Figure 1. Clock distribution (run 1).
The bar under the picture is 20 um long.
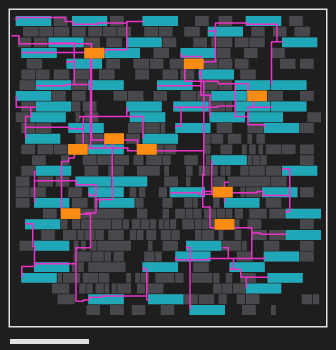
Figure 2. Signal metal coverage by tile (run 1).
16 x 16 tiles, from dark blue (low) to red (high), scaled to the fullest tile. Values are wire area over tile area, all layers added.
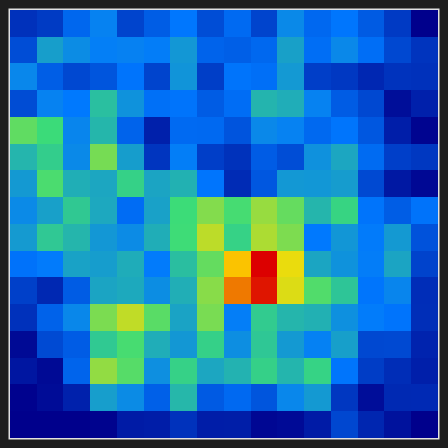
Figure 3. Register map, names as in the netlist (run 1).
The bar under the picture is 20 um long. Other sequential cells in the stronger grey, the rest of the logic in the fainter grey.
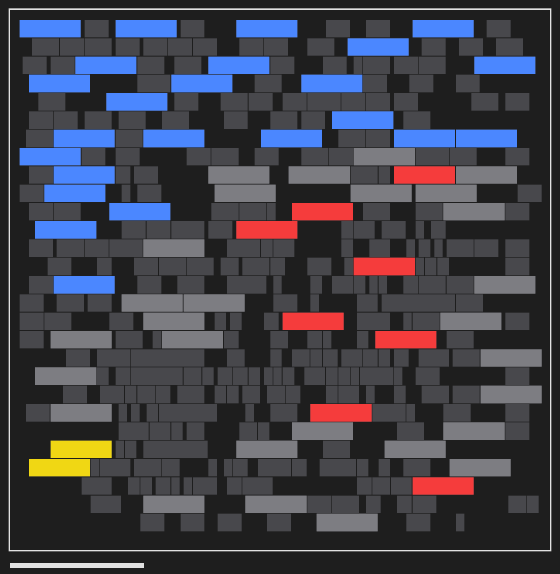
Figure 4. Cell sizes after repair (run 1).
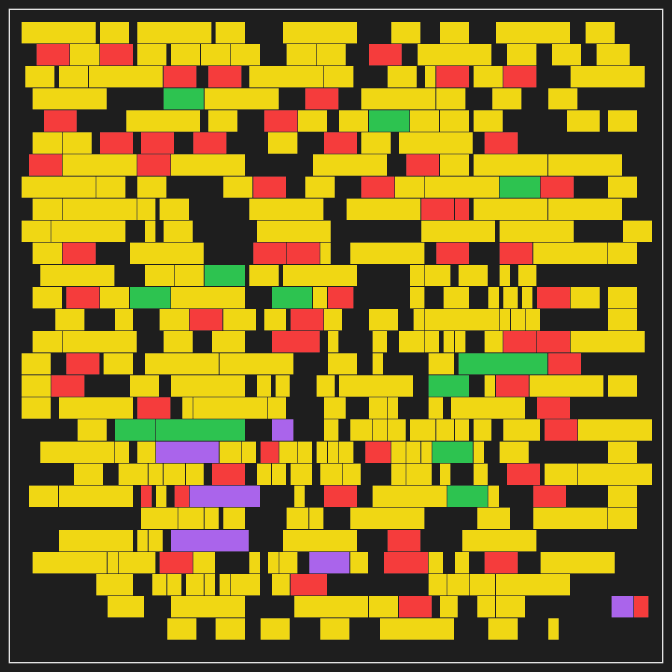
==> config.mk <==
export PLATFORM = sky130hd
export DESIGN_NAME = instr_fetch_unit
export DESIGN_NICKNAME = d
export VERILOG_FILES = /design/src/rtl/instr_fetch_unit.sv
export SDC_FILE = /design/constraint.sdc
export NUM_CORES = 1
export LEC_CHECK = 0
export ABC_AREA = 0
export ABC_CLOCK_PERIOD_IN_PS = 5300
export CAP_MARGIN = 15
export CORE_UTILIZATION = 50
export CTS_CLUSTER_DIAMETER = 120
export CTS_CLUSTER_SIZE = 40
export DETAILED_ROUTE_END_ITERATION = 10
export PLACE_DENSITY_LB_ADDON = 0.1
export SLEW_MARGIN = 20
export SYNTH_ARGS = -nofsm -noshare
export SYNTH_HDL_FRONTEND = slang
export SYNTH_SLANG_ARGS = --single-unit
==> constraint.sdc <==
create_clock -name clk -period 5.3 [get_ports clk]
set_input_delay 1.325 -clock clk [delete_from_list [all_inputs] [get_ports clk]]
set_output_delay 1.325 -clock clk [all_outputs]
set_load 0.03 [all_outputs]
==> results.json <==
{
  "cts_buffer_depth": 2,
  "largest_reg_flops": 24,
  "holdWs_ps": 490,
  "postCtsHoldBufs": 0,
  "std_cell_rows": 28,
  "top_area_share_pct": 50.6,
  "antenna_found_initial": 0,
  "via_count": 2295,
  "io_pins": 82,
  "max_freq_mhz": 283,
  "syn-cell-area_um2": 3070,
  "core_area_um2": 5920,
  "post-cts-setup-buffers": 0,
  "synth.distinct_cells": 55,
  "synthCells": 250,
  "chip_area_um2": 6450,
  "fp.dieW_um": 80.3,
  "ys_top_logic_family": "multiplexers",
  "ys_top_cells_by_count": "dfrtp_1 (62), mux2_2 (48), nand2_1 (11), a21oi_1 (10), inv_1 (10)",
  "yosysWarnings": 0,
  "synthTopCellsByArea": "dfrtp_1 (51%), mux2_2 (18%), mux2_1 (2.2%)",
  "warning_count": 29,
  "ys_seq_share_pct": 50.6,
  "muxShareOfSynthArea_pct": 20.5,
  "slew_violations": 0,
  "synth-simple-area-share_pct": 10.6,
  "crit_path_start_kind": "input pin",
  "fill_cells": 442,
  "top_area_cell": "dfrtp_1",
  "dpl-instance-area_um2": 3890,
  "hold_class": "reg -> reg",
  "cts_tree": "done",
  "r2r_cells": 6,
  "nets": 374,
  "cts-root-buf": "clkbuf_8",
  "vias_per_cell": 5.58,
  "ys_area_um2": 3070,
  "ir_drop_v": 0.000371,
  "p_per_area_nw_per_um2": 667,
  "drt_pass1_iterations": 4,
  "rsz0062_at_grt": "no",
  "drv_cap": 0,
  "clk_pin_slew_worst_paths_ps": 70,
  "syn_avg_cell_area_um2": 12.3,
  "yosys.area_share.adder_pct": 2.04,
  "critPathCaptureType": "register",
  "crit_type": "in -> reg",
  "grt_start_max_net_pins": 63,
  "reg2reg_setup_slack_ps": 3080,
  "flop_area_um2": 1550,
  "syn-num-nets": 293,
  "final_core_utilization_pct": 69.3,
  "fp_util_pct": 51.8,
  "overflow": 0,
  "worst_ep_required_time_ps": 5510,
  "cp_max_fo": 26,
  "logic_area_um2": 1390,
  "critPathArrivalTime_ps": 3750,
  "synth-xor-area-share_pct": 0.571,
  "maxSlewHeadroom_pct": 33.0,
  "clkSinkCount": 62,
  "grt_pass1_wl_um": 11300,
  "setup_viol": 0,
  "n_antenna_cell": 0,
  "finalCriticalPeriod_ps": 3540,
  "yosysCellCount": 250,
  "async_flop_share_pct": 100,
  "status": "completed",
  "yosysMostFrequentCell": "dfrtp_1",
  "die_y_um": 80.3,
  "cts_buffers": 9,
  "initialDrtViolationCount": 167,
  "p_leak_uw": 0.00171,
  "numPortBuffers": 80,
  "synth-main-ff-cell": "dfrtp_1",
  "synth.cellmix.compoundShare_pct": 11.6
}
About Figure 1:
- cyan: flip-flops (count 62)
- orange: cells driving clock nets (count 9)
- magenta: clock wires (length 812 um)
- routed clock nets: 10
clock latency on the worst-skew pair: 330 ps
Final Skew: 9.26 ps
clock share of power: 16.7%
Clk power: 457 uW

About Figure 2:
- fullest tile: 0.62
- mean over tiles: 0.17
- densest ninth of the die: centre
- emptiest ninth of the die: north-east
- tiles over half the peak: 11%
Tot GR Track Use: 23.4%
routed wire length: 6920 um
Routed wire per std cell: 16.8 um

About Figure 3:
- blue: ir (sequential cells 24)
- red: pc (sequential cells 8)
- yellow: state (sequential cells 2)
- not coloured: 28
Seq/total area: 37.8%
sequential cell power: 902 uW

About Figure 4:
- yellow: drive 1 or less (cells 260; share 77%)
- purple: drive 3 to 4 (cells 6; share 1.8%)
- green: drive 6 and up (cells 12; share 3.6%)
- red: drive 2 (cells 58; share 17%)
layout overhead on the synthesized area: 33.9%
Layout Cell Area excl Fill: 4100 um2
final worst setup slack: 1760 ps

## run 1: cell usage in the layout (no fill, tap or decap), drive strengths merged, types with 4 or more instances in the layout
cell type      instances
nand4                  4
ha                     5
inv                   11
clkdlybuf4s50         79
nor3                   4
dfrtp                 62
nand3                  8
nor2                   7
o21ai                 10
clkbuf                12
nand2                 11
and2                   4
mux2                  54
a21oi                 11
## run 1: through the flow
stage                     instances  power, uW
after floorplan                 250       1770
after detailed placement        395       2280
after global placement          395       2260
after global routing            411       2900
final                           411       2740
after CTS                       411       2750
## run 1: cell type report
type,count,area share [%]
flip-flops and latches,62,37.8
multi-input cells,165,33.9
repair buffers,82,19.8
clock buffers,12,3.54
well taps,75,2.29
clock inverters,4,1.71
inverters,11,1.01
## run 1: power by group
group / internal [uW] / switching [uW] / total [uW]
clock: 277 / 180 / 457
sequential: 709 / 194 / 902
combinational: 650 / 727 / 1380
## run 1: kinds of logic after synthesis
group,after synthesis
mux,56
buf+inv,23
compound gates,48
other cells,1
xor+xnor,2
fa+ha+maj,5
flops,62
simple gates,53
## run 1: per-layer routing
layer	share of wire [%]	track usage, %	vias up
li1	-	-	1074
met1	45	32.6	1129
met2	47	34.4	85
met3	7.2	6.93	7
met4	0.84	8.21	0
met5	0	0	-
## run 1: worst max-delay path, cell delays in order
cell             delay [ps]
clkdlybuf4s50_1        1130
nor2_1                  270
a221oi_4                390
nand4b_4                240
mux2_1                  370
Power figures rest on the tool's default switching activity, not on a simulated workload.
